run_1/clock_nets.png
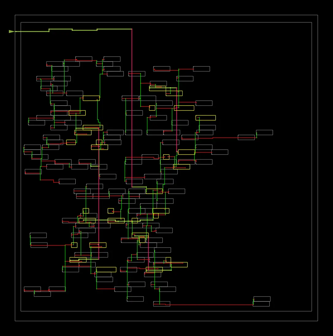
run_1/ff_map.png
Bar = 50 um.
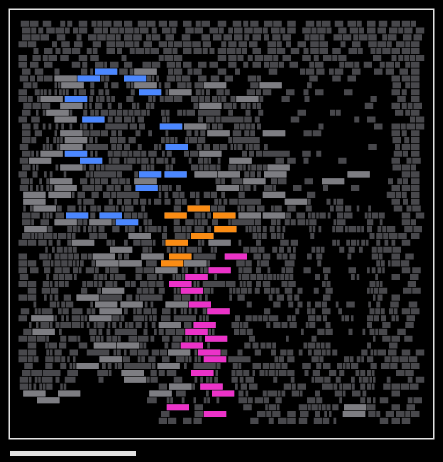
run_1/gates.png
Bar = 50 um.
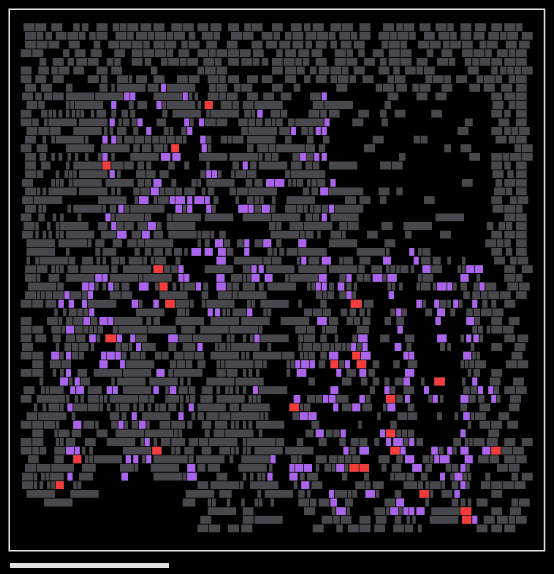
[config.mk]
export PLATFORM = sky130hd
export DESIGN_NAME = dnn_sample_scheduler
export DESIGN_NICKNAME = d
export VERILOG_FILES = /design/src/rtl/dnn_sample_scheduler.sv
export SDC_FILE = /design/constraint.sdc
export NUM_CORES = 1
export LEC_CHECK = 0
export CORE_AREA = 3 3 165 167
export DETAILED_ROUTE_END_ITERATION = 7
export DIE_AREA = 0 0 168 170
export PLACE_DENSITY = 0.75
export REMOVE_ABC_BUFFERS = 1
export SYNTH_ARGS = -nofsm -noshare
export SYNTH_HDL_FRONTEND = slang
export SYNTH_SLANG_ARGS = --single-unit
export TNS_END_PERCENT = 1
[constraint.sdc]
create_clock -name clk -period 6.54 [get_ports clk]
set_input_delay 0.981 -clock clk [delete_from_list [all_inputs] [get_ports clk]]
set_output_delay 0.981 -clock clk [all_outputs]
set_load 0.01 [all_outputs]
[src/rtl/dnn_sample_scheduler.sv]
// dnn_sample_scheduler: owns block-cycle timing and feeds one sample per block,
// tagging each sample through the DNN latency and scoring its prediction.
module dnn_sample_scheduler #(
   parameter  int width_in   = 8,
   parameter  int n0         = 1024,
   parameter  int nL         = 64,
   parameter  int z0         = 128,
   parameter  int fo0        = 8,
   parameter  int zL         = 4,
   parameter  int fiL        = 4,
   parameter  int ec         = 2,
   parameter  int out_lat    = 3,
   parameter  int etapos_w   = 4,
   parameter  int etapos_max = 9,
   localparam int chunks     = n0 * fo0 / z0,
   localparam int cpc        = chunks + ec,
   localparam int abyc       = z0 / fo0,
   localparam int zbyfi      = zL / fiL,
   localparam int aw         = $clog2(65536),
   localparam int cw         = $clog2(cpc),
   localparam int lw         = $clog2(nL)
) (
   input  logic                      clk,
   input  logic                      reset,
   input  logic                      start,
   input  logic [15:0]               num_samples,
   input  logic [aw-1:0]             base_addr,
   input  logic [etapos_w-1:0]       cfg_etapos,
   input  logic                      pause,
   output logic                      mem_rd_en,
   output logic [aw-1:0]             mem_addr,
   input  logic [abyc*width_in-1:0]  mem_act,
   input  logic [lw-1:0]             mem_label,
   output logic [abyc*width_in-1:0]  dnn_act0,
   output logic [zbyfi-1:0]          dnn_ans0,
   output logic [etapos_w-1:0]       dnn_etapos0,
   output logic [cw-1:0]             cycle_index,
   output logic                      cycle_clk,
   input  logic [nL-1:0]             actL_alln,
   output logic                      busy,
   output logic                      done,
   output logic                      result_valid,
   output logic                      result_correct,
   output logic [lw-1:0]             result_pred,
   output logic [15:0]               correct_cnt
);

   typedef enum logic [1:0] {IDLE, FEED, DRAIN, DONE} state_t;

   state_t              state;
   logic [cw-1:0]       cyc;
   logic                smp;
   logic [15:0]         s_cnt;
   logic [15:0]         n_lat;
   logic [aw-1:0]       blk_addr;
   logic [etapos_w-1:0] eta_lat;
   logic [lw-1:0]       lbl;
   logic [7:0]          drn;
   logic                tv [out_lat];
   logic [lw-1:0]       tl [out_lat];

   logic                run;
   logic                last;
   logic                is_smp;
   logic                dat;
   logic [15:0]         s_nxt;
   logic [lw-1:0]       lbl_now;
   logic [lw-1:0]       pred;
   logic [nL-1:0]       want;
   logic                hit;

   if (nL / zbyfi != chunks) begin : g_chk
      $error("nL/zbyfi must equal chunks");
   end

   assign run     = (state == FEED) || (state == DRAIN);
   assign last    = (cyc == cw'(cpc - 1));
   assign is_smp  = (state == FEED) && smp;
   assign dat     = is_smp && (cyc != '0) && (cyc <= cw'(chunks));
   assign s_nxt   = s_cnt + {15'd0, smp};
   // label register is loaded at c=1, so that clock uses the memory label directly
   assign lbl_now = (cyc == cw'(1)) ? mem_label : lbl;

   assign cycle_index = cyc;
   assign cycle_clk   = run && (cyc < cw'(cpc / 2));
   assign mem_rd_en   = is_smp && (cyc < cw'(chunks));
   assign mem_addr    = mem_rd_en ? blk_addr + aw'(cyc) : '0;
   assign dnn_act0    = dat ? mem_act : '0;
   assign dnn_etapos0 = is_smp ? eta_lat : etapos_w'(etapos_max);

   always_comb begin
      dnn_ans0 = '0;
      for (int j = 0; j < zbyfi; j++)
         dnn_ans0[j] = dat &&
            (int'(lbl_now) == (int'(cyc) - 1) * zbyfi + j);
   end

   always_comb begin
      pred = '0;
      for (int i = nL - 1; i >= 0; i--)
         if (actL_alln[i]) pred = lw'(i);
      want = '0;
      want[tl[out_lat-1]] = 1'b1;
      hit = (actL_alln == want);
   end

   always_ff @(posedge clk or negedge reset) begin
      if (!reset) begin
         state          <= IDLE;
         cyc            <= '0;
         smp            <= 1'b0;
         s_cnt          <= '0;
         n_lat          <= '0;
         blk_addr       <= '0;
         eta_lat        <= '0;
         lbl            <= '0;
         drn            <= '0;
         for (int k = 0; k < out_lat; k++) begin
            tv[k] <= 1'b0;
            tl[k] <= '0;
         end
         busy           <= 1'b0;
         done           <= 1'b0;
         result_valid   <= 1'b0;
         result_correct <= 1'b0;
         result_pred    <= '0;
         correct_cnt    <= '0;
      end else begin
         result_valid <= 1'b0;
         unique case (state)
            IDLE, DONE: begin
               if (start) begin
                  n_lat       <= num_samples;
                  blk_addr    <= base_addr;
                  eta_lat     <= cfg_etapos;
                  s_cnt       <= '0;
                  cyc         <= '0;
                  correct_cnt <= '0;
                  if (num_samples == '0) begin
                     state <= DONE;
                     done  <= 1'b1;
                  end else begin
                     state <= FEED;
                     smp   <= 1'b1;
                     busy  <= 1'b1;
                     done  <= 1'b0;
                  end
               end
            end
            default: begin
               cyc <= last ? '0 : cyc + cw'(1);
               if (is_smp && cyc == cw'(1)) lbl <= mem_label;
               if (last) begin
                  tv[0] <= is_smp;
                  tl[0] <= lbl;
                  for (int k = 1; k < out_lat; k++) begin
                     tv[k] <= tv[k-1];
                     tl[k] <= tl[k-1];
                  end
                  if (tv[out_lat-1]) begin
                     result_valid   <= 1'b1;
                     result_pred    <= pred;
                     result_correct <= hit;
                     if (hit && correct_cnt != 16'hFFFF)
                        correct_cnt <= correct_cnt + 16'd1;
                  end
                  if (state == FEED) begin
                     if (smp) begin
                        s_cnt    <= s_nxt;
                        blk_addr <= blk_addr + aw'(chunks);
                     end
                     if (s_nxt == n_lat) begin
                        state <= DRAIN;
                        smp   <= 1'b0;
                        drn   <= '0;
                     end else begin
                        smp <= !pause;
                     end
                  end else begin
                     drn <= drn + 8'd1;
                     if (drn == 8'(out_lat - 1)) begin
                        state <= DONE;
                        busy  <= 1'b0;
                        done  <= 1'b1;
                     end
                  end
               end
            end
         endcase
      end
   end

endmodule

==> flow_metrics.env, run 1 <==
# flow metrics
export IMPL_p_clk_share_pct=22.6
export IMPL_ys_sh_aoi_pct=16.9
export IMPL_endpoint_kind="output port"
export IMPL_cts_tree="done"
export IMPL_async_flop_share_pct=100
export IMPL_fmax_ghz=0.210
export IMPL_die_w_um=168
export IMPL_postCtsSetupBuffers=0
export IMPL_die_h_um=170
export IMPL_flop_cell="dfrtp_1"
export IMPL_top_logic_kind="simple AND/OR/NAND/NOR gates"
export IMPL_worst_ep_required_time_ps=5560
export IMPL_path_class="reg -> out"
export IMPL_synthCells=1400
export IMPL_overflow=0
export IMPL_final_fill_count=2294
export IMPL_antenna_found_initial=10
export IMPL_status="complete, no violations"
export IMPL_ys_sh_adder_pct=2.59
export IMPL_crit_start="state[1]"
export IMPL_core_um2=25900
export IMPL_final_hold_violation_count=0
export IMPL_fin_area_um2=15500
export IMPL_fin_crit_sh_pct=72.8
export IMPL_hold_ws_ps=463
export IMPL_grt_max_degree=68
export IMPL_leakagePower_nw=6.08
export IMPL_postPlaceCellArea_um2=14800
export IMPL_syn_cell_area_um2=10500
export IMPL_rsz0062_at_grt="no"
export IMPL_via_per_inst=5.80
export IMPL_start_kind="flip-flop"
export IMPL_initCoreUtil_pct=40.3
export IMPL_drc=0
export IMPL_grt_pass1_wl_um=66600
export IMPL_post_cts_resized=0
export IMPL_ir_drop_mv=0.257
export IMPL_drt_iter0_drc=1173
export IMPL_topCellsByArea="dfrtp_1 29%, and2_1 8.1%, nand2_1 8.1%"
export IMPL_yosysWarnings=0
export IMPL_maxSlewViolCount=0
export IMPL_core_rowCount=59
export IMPL_area_growth_pct=47.9
export IMPL_synth_top_cells_by_count="226 x nand2_1, 136 x and2_1, 123 x dfrtp_1"
export IMPL_routedWlPerCell_um=20.8
export IMPL_clock_path_buffers=2
export IMPL_clkTransAtPathRegs_ps=60
export IMPL_setup_violations=0
export IMPL_ios=422
export IMPL_layout_setup_ws_ps=1780
export IMPL_finClkSkew_ps=12.7
export IMPL_crit_arrival_ps=3780
export IMPL_ys_area_um2=10500
export IMPL_min_path_cells=2
export IMPL_htreeDepth=4
export IMPL_mux_share_pct=3.27
export IMPL_critical_path_max_fanout=49
export IMPL_sw_frac_of_total_pct=40.5
export IMPL_regToRegStartpoint="tl[3]"
export IMPL_finalCriticalPeriod_ps=4760
export IMPL_ys_seq_share_pct=29.5
export IMPL_min_path_type="reg -> reg"
export IMPL_globalplace_congestion=0.957
export IMPL_p_int_mw=2.74
export IMPL_pre_cts_slack_ps=1660
export IMPL_ys_cells=1400
export IMPL_most_common_cell="nand2_1"
export IMPL_grt_pass1_vias=11500
export IMPL_xor_share_pct=3.18
export IMPL_enable_flop_cells=0
export IMPL_ys_types=77
Notes on clock_nets.png above:
clk latency late pin: 430 ps
Clock buffer cells: 18
Inserted Clock Buffers: 17
clock sinks: 123

Notes on ff_map.png above:
- magenta: `tl` (placed flops 18; where south)
- orange: `drn` (placed flops 8; where center)
- blue: `s_cnt` (placed flops 16)
- not colored: 81
sequential power: 1.12 mW
Util after Layout: 59.6%
Reg area: 3080 um2
Seq area share: 19.9%

Notes on gates.png above:
- purple: aoi and oai cells (cells 254)
- red: non-inverting ao/oa cells (cells 25)
Non-Filler Instances: 2108
Comb area share: 44.3%
most frequent logic cell in the layout: clkdlybuf4s50_1

==> run 1: final timing paths <==
path,end,slack [ps]
worst max-delay path,dnn_act0[71],1780
worst min-delay path,tv[1],460
worst max register to register,correct_cnt[13],2030
worst min register to register,tv[1],460
max in group asynchronous,tl[15],4610
min in group asynchronous,s_cnt[13],660
==> run 1: state kept, by name (all words and copies together) (netlist names), 2 cells and up <==
signal       count
tl              18
blk_addr        16
correct_cnt     16
n_lat           16
s_cnt           16
drn              8
cycle_index      7
lbl              6
result_pred      6
eta_lat          4
tv               3
state            2
==> run 1: critical path, cell delays in order, from the launching register on <==
cell and delay [ps]:
dfrtp_1 390, inv_1 80, ha_1 510, nand2_1 330
nor2_4 770, buf_4 480, and2_1 200, clkdlybuf4s50_1 580
==> run 1: power groups by stage <==
stage	combinational, mW	sequential (mW)	clock [mW]
after detailed placement	2.43	1.12	0
after global placement	2.39	1.12	0
final	2.45	1.12	1.04
after floorplan	1.28	1.07	0
after global routing	2.67	1.14	1.09
after CTS	2.45	1.11	1.06
==> run 1: layer usage <==
layer / wire (um) / up-vias / GRT usage (%)
li1: - / 5749 / -
met1: 18500 / 5773 / 40.1
met2: 19200 / 631 / 44.4
met3: 5360 / 58 / 10.6
met4: 658 / 16 / 6.55
met5: 106 / - / 0
==> run 1: area by class of cell <==
| class | instances | area (um2) | share of cell area [%] |
|---|---|---|---|
| inverter | 32 | 120 | 0.777 |
| antenna | 3 | 7.51 | 0.0486 |
| sequential | 123 | 3080 | 19.9 |
| clock inverter | 14 | 205 | 1.33 |
| tap | 335 | 419 | 2.71 |
| multi-input combinational | 1146 | 6850 | 44.3 |
| timing repair buffer | 437 | 4330 | 28.0 |
| clock buffer | 18 | 439 | 2.84 |
==> run 1: cell usage in the layout (no fill, tap or decap), types with 33 or more instances in the layout <==
master,count
nor3_1,47
nand2_1,226
nor2_1,81
nand4_1,36
nand3_1,54
nor4_1,33
a21oi_1,70
dfrtp_1,123
o21ai_0,77
and2_1,137
clkdlybuf4s50_1,420
==> run 1: kinds of logic (layout without fill, tap and decap cells) <==
kind of cell,after synthesis,count (layout)
fa+ha+maj,21,21
compound gates,279,279
other cells,0,3
flops,123,123
xor+xnor,38,38
buf+inv,131,501
mux,33,33
simple gates,775,775
run_1/layers.png
Only two layers are drawn.
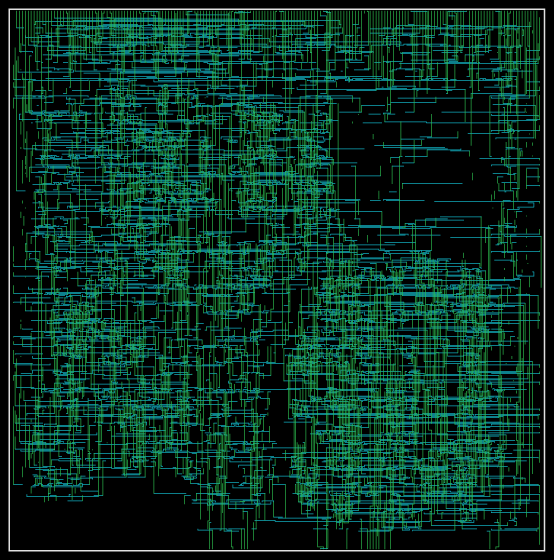

==> run 1 -> run 2 <==
CORE_AREA = default   (was 3 3 165 167)
CORE_ASPECT_RATIO = 1.4   (was default)
CORE_MARGIN = 3   (was default)
CORE_UTILIZATION = 40   (was default)
DIE_AREA = default   (was 0 0 168 170)
PLACE_DENSITY = 0.78   (was 0.75)
clock period = 4.1 ns   (was 6.54 ns; I/O delays follow)
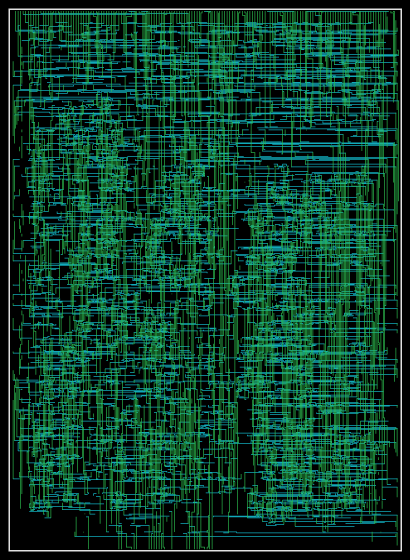
run_2/layers.png
Only two layers are drawn.
- green: M2 (wire length 23.8 mm)
- cyan: M1 (wire length 19600 um)

==> flow_metrics.env, run 2 <==
# flow metrics
export IMPL_area_growth_pct=51.6
export IMPL_clk_latency_ps=420
export IMPL_ys_seq_share_pct=29.5
export IMPL_largest_reg_flops=18
export IMPL_via_per_inst=5.90
export IMPL_ys_types=77
export IMPL_crit_arrival_ps=3330
export IMPL_slowest_stage="clkdlybuf4s50_1"
export IMPL_maxSlewViolCount=0
export IMPL_finClkSkew_ps=13.6
export IMPL_critical_path_max_fanout=11
export IMPL_syn_cell_area_um2=10500
export IMPL_worst_ep_required_time_ps=3480
export IMPL_async_flop_share_pct=100
export IMPL_setup_tns_final_ps=0
export IMPL_worst_pin_slew_ps=1160
export IMPL_layout_setup_ws_ps=154
export IMPL_total_power_mw=7.49
export IMPL_cts_made_buffers=17
export IMPL_overflow=0
export IMPL_cts_tree="done"
export IMPL_die_w_um=143
export IMPL_final_hold_violation_count=0
export IMPL_status="complete, no violations"
export IMPL_clkTransAtPathRegs_ps=60
export IMPL_start_kind="flip-flop"
export IMPL_postCtsSetupBuffers=0
export IMPL_grt_pass1_wl_um=74300
export IMPL_grt_pass1_vias=12000
export IMPL_enable_flop_cells=0
export IMPL_globalplace_congestion=1.00
export IMPL_place_inst=2097
export IMPL_drtPass1Iterations=6
export IMPL_pre_cts_slack_ps=-3.74
export IMPL_final_fill_count=2234
export IMPL_rsz0062_at_grt="no"
export IMPL_antenna_found_initial=17
export IMPL_ir_drop_mv=0.465
export IMPL_synth_seq_cells=123
export IMPL_wirelength_um=51100
export IMPL_timing_critical_path_max_delay_family="AND-OR/OR-AND gates"
export IMPL_crit_start="cycle_index[0]"
export IMPL_flop_cell="dfrtp_1"
export IMPL_most_common_cell="nand2_1"
export IMPL_fin_crit_sh_pct=96.2
export IMPL_vias=12600
export IMPL_regToRegStartpoint="tl[5]"
export IMPL_setup_violations=0
export IMPL_mostFrequentLayoutCells="420 x clkdlybuf4s50_1, 226 x nand2_1, 136 x and2_1, 119 x dfrtp_1, 81 x nor2_1"
export IMPL_fmax_ghz=0.253
export IMPL_syn_avg_cell_area_um2=7.47
export IMPL_die_h_um=197
export IMPL_clock_root_buffer="clkbuf_16"
export IMPL_cp_cell_sequence="ha_1 -> fa_1 -> a21o_1 -> a21oi_2 -> o21bai_1 -> a21oi_2 -> o21bai_1 -> nor3b_1 -> xnor2_1 -> nor2_1 -> clkdlybuf4s50_1"
export IMPL_routedWlPerCell_um=23.8
export IMPL_core_um2=25600
export IMPL_core_rowCount=69
export IMPL_synthCells=1400
export IMPL_min_path_type="in -> async"
export IMPL_fin_cells=2142
export IMPL_ys_cells=1400
export IMPL_ios=422
export IMPL_slew_limit_headroom_pct=22.6
export IMPL_hpwlAfterDp_um=40600
export IMPL_drt_iter0_drc=1096
export IMPL_ys_area_um2=10500
export IMPL_largest_register="tl"
export IMPL_clkSinkCount=123
export IMPL_synth_top_cells_by_count="226 x nand2_1, 136 x and2_1, 123 x dfrtp_1"
export IMPL_lay_top_count="clkdlybuf4s50_1"
export IMPL_grt_max_degree=67
export IMPL_finalCriticalPeriod_ps=3950
export IMPL_endpoint_kind="output port"
export IMPL_initCoreUtil_pct=40.9
export IMPL_slowest_delay_ps=550
export IMPL_yosysWarnings=0
export IMPL_clock_path_buffers=2
export IMPL_top_area_cell="dfrtp_1"
export IMPL_drc=0
export IMPL_layout_drive_gt1_share_pct=7.29
export IMPL_leakagePower_nw=6.28
export IMPL_path_class="reg -> out"
export IMPL_comb_area_um2=6900
export IMPL_cp_num_buf_inv=1
export IMPL_htreeDepth=4
export IMPL_seq_area_um2=3080
export IMPL_topCellsByArea="dfrtp_1 29%, and2_1 8.1%, nand2_1 8.1%"
export IMPL_power_density_nw_per_um2=473
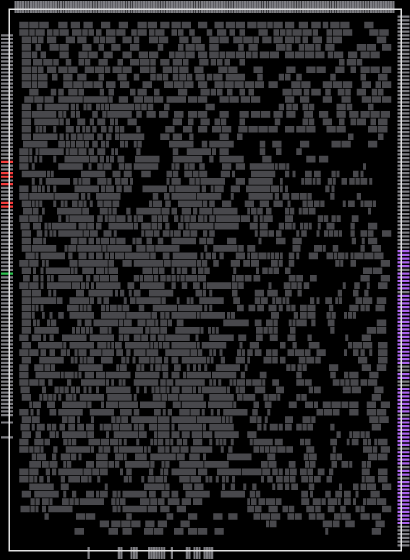
run_2/pinout.png
Pins as bars across the die edge, other pins in gray.
- red: `result_pred` (pins 6; direction output; edge west)
- purple: `actL_alln` (pins 64; direction input; edge east)
- green: `pause` (pins 1; direction input; edge west)

run 2: cell types whose count changed in the layout (fill, tap and decap cells not counted), sizes merged:
cell / delta
buf: +40
diode: +10
inv: -7
clkinv: +4
clkbuf: +2
clkinvlp: +1
run 2: layout make-up:
cell class / count / area share (%)
clock buffer: 20 / 2.82
clock inverter: 12 / 1.08
tap: 319 / 2.52
multi-input combinational: 1146 / 43.5
antenna: 13 / 0.205
timing repair buffer: 477 / 29.6
sequential: 123 / 19.5
inverter: 32 / 0.758
run 2: cells by family after synthesis:
logic type | count (synthesis) | synth area share (%)
XOR/XNOR | 38 | 3.18
AND/OR/NAND/NOR | 775 | 39.6
flip-flops | 123 | 29.5
AND-OR/OR-AND | 279 | 16.9
adder cells (fa/ha/maj) | 21 | 2.59
multiplexers | 33 | 3.27
buffers and inverters | 131 | 5.10
run 2: through the flow:
step | hold slack (ps) | area [um2] | util [%]
finish | 260 | 15800 | 62.0
CTS | 291 | 15800 | 61.8
detailed placement | 448 | 15100 | 59.3
global placement | 447 | 15100 | 59.3
floorplan | 319 | 10000 | -
global route | 330 | 15800 | 61.9
run 2: routing by layer:
metal  GRT usage [%]  wire, um
met1            41.6     19600
met2            57.0     23800
met3            11.7      5250
met4            13.6      2340
met5               0        64
run 2: report_power, final:
group	switching, mW	internal [mW]
Clock	0.555	1.03
Combinational	2.17	1.95
Sequential	0.311	1.48
Total	3.03	4.46
run 2: path summary, 6_finish.rpt:
path | endpoint | slack, ps | depth (start not counted)
setup / recovery | mem_addr[14] | 150 | 11
hold / removal | done | 260 | 1
setup reg to reg | correct_cnt[8] | 160 | 9
hold reg to reg | tl[10] | 460 | 2
max in group asynchronous | cycle_index[2] | 3010 | 2
min in group clk | tl[10] | 460 | 2
run 2: timing repair:
action,CTS,global route
resized,5,8
endpoints found under the setup margin,3,10
hold endpoints to repair,0,0
run_2/clock_nets.png
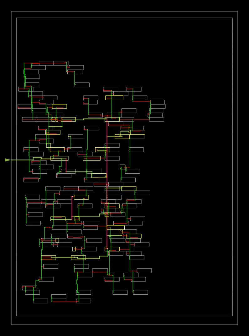

==> run 2 -> run 3 <==
PLACE_DENSITY = 0.86   (was 0.78)
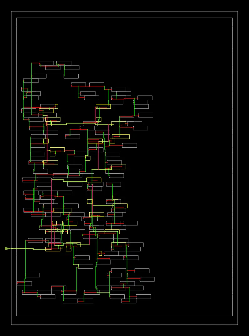
run_3/clock_nets.png
clock-net power: 1.52 mW
sequential cell count: 123
Clock Skew: 11.1 ps

==> flow_metrics.env, run 3 <==
# flow metrics
export IMPL_status="complete, no violations"
export IMPL_min_path_type="in -> async"
export IMPL_finalCriticalPeriod_ps=3970
export IMPL_worst_pin_slew_ps=982
export IMPL_flop_cell="dfrtp_1"
export IMPL_die_h_um=197
export IMPL_slowest_stage="clkdlybuf4s50_1"
export IMPL_most_common_cell="nand2_1"
export IMPL_syn_avg_cell_area_um2=7.47
export IMPL_layout_setup_ws_ps=133
export IMPL_fin_area_um2=15900
export IMPL_total_power_mw=7.54
export IMPL_ys_types=77
export IMPL_initCoreUtil_pct=40.9
export IMPL_fin_crit_sh_pct=96.8
export IMPL_clk_latency_ps=420
export IMPL_cts_made_buffers=17
export IMPL_clkTransAtPathRegs_ps=70
export IMPL_path_class="reg -> out"
export IMPL_drtPass1Iterations=5
export IMPL_yosysWarnings=0
export IMPL_htreeDepth=4
export IMPL_enable_flop_cells=0
export IMPL_regToRegStartpoint="tl[0]"
export IMPL_cts_tree="done"
export IMPL_hold_ws_ps=349
export IMPL_mostFrequentLayoutCells="419 x clkdlybuf4s50_1, 226 x nand2_1, 136 x and2_1, 119 x dfrtp_1, 81 x nor2_1"
export IMPL_grt_pass1_wl_um=79200
export IMPL_critical_path_max_fanout=9
export IMPL_synth_top_cells_by_count="226 x nand2_1, 136 x and2_1, 123 x dfrtp_1"
export IMPL_leakagePower_nw=6.40
export IMPL_postPlaceCellArea_um2=15300
export IMPL_crit_arrival_ps=3350
export IMPL_antenna_found_initial=20
export IMPL_die_w_um=143
export IMPL_setup_violations=0
export IMPL_fin_cells=2161
export IMPL_drt_iter0_drc=1423
export IMPL_overflow=0
export IMPL_hpwlAfterDp_um=42600
export IMPL_syn_cell_area_um2=10500
export IMPL_grt_max_degree=75
export IMPL_ys_cells=1400
export IMPL_cp_cell_sequence="ha_1 -> a21o_1 -> a21oi_1 -> o21bai_1 -> a21oi_2 -> o21bai_2 -> a21oi_4 -> or4_1 -> a21oi_1 -> clkdlybuf4s50_1"
export IMPL_reg2reg_to="correct_cnt[12]"
export IMPL_ys_seq_share_pct=29.5
export IMPL_maxSlewViolCount=0
export IMPL_setup_tns_final_ps=0
export IMPL_final_fill_count=2207
export IMPL_core_rowCount=69
export IMPL_clkSinkCount=123
export IMPL_ys_area_um2=10500
export IMPL_synth_seq_cells=123
export IMPL_crit_start="cycle_index[1]"
export IMPL_async_flop_share_pct=100
export IMPL_utilization_pct=62.4
export IMPL_lay_top_count="clkdlybuf4s50_1"
export IMPL_synthCells=1400
export IMPL_ir_drop_mv=0.400
export IMPL_core_um2=25600
export IMPL_worst_ep_required_time_ps=3480
export IMPL_clock_path_buffers=2
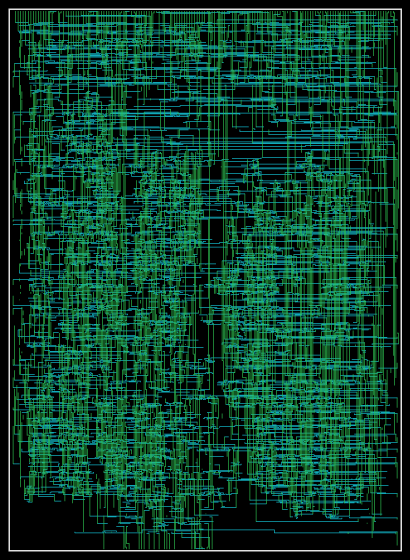
run_3/layers.png
Only two layers are drawn.
- green: M2 (wire length 24.4 mm)
- cyan: M1 (wire length 20.2 mm)
GRT Total Usage: 36.9%
via count: 13100
total detailed-routing wirelength: 54100 um
Routed wire per std cell: 25.0 um

[run 3: cell count changes in the layout (fill, tap and decap cells not counted), sizes merged, moves of 2 or more]
cell / change
buf: +22
bufinv: -2
clkbuf: -3
clkinv: +2
clkinvlp: -2
diode: -3
inv: +5
[run 3: worst max-delay path: cells and delay by family, from the launching register on]
kind,cells,cell delay [ps]
buffers and inverters,1,580
and+or+nand+nor,1,470
AOI/OAI and AO/OA,7,1040
DFF,1,490
adders and majority gates,1,330
[run 3: power by group]
group	total, mW	switching, mW	internal [mW]
sequential	1.78	0.300	1.48
combinational	4.25	2.26	1.99
clock	1.52	0.613	0.906
[run 3: cells by family after synthesis]
logic type / count (synthesis) / share of synthesized area, %
AND/OR/NAND/NOR: 775 / 39.6
multiplexers: 33 / 3.27
XOR/XNOR: 38 / 3.18
adder cells (fa/ha/maj): 21 / 2.59
AND-OR/OR-AND: 279 / 16.9
buffers and inverters: 131 / 5.10
flip-flops: 123 / 29.5
[run 3: how the worst min path moves through the flow]
stage	from	end	slack [ps]
6_report	reset	blk_addr[9]	350
5_1_grt	reset	blk_addr[9]	430
4_1_cts	reset	blk_addr[9]	390
3_5_place_dp	tl[11]	tl[5]	450
3_3_place_gp	tl[14]	tl[8]	450
2_1_floorplan	reset	blk_addr[0]	320
[run 3: timing repair]
| item | CTS | global route |
|---|---|---|
| gates resized | 2 | 10 |
| endpoints found under the setup margin | 3 | 12 |
| buffers inserted | 0 | 3 |
[run 3: layout make-up]
cell class              instances  area, um2  area share (%)
diodes                         10       25.0           0.157
inverters                      32        120           0.753
clock inverters                15        165            1.04
flip-flops and latches        123       3080            19.3
well taps                     319        399            2.50
repair buffers                499       4840            30.3
clock buffers                  17        425            2.67
multi-input cells            1146       6890            43.2
[run 3: layer usage]
layer	GRT usage (%)	share of wire, %	vias up
met5	0	0.21	-
met4	18.7	5.8	16
met3	12.6	11	176
met2	58.6	45	810
met1	44.4	37	6182
li1	-	-	5867
Power figures rest on the tool's default switching activity, not on a simulated workload.
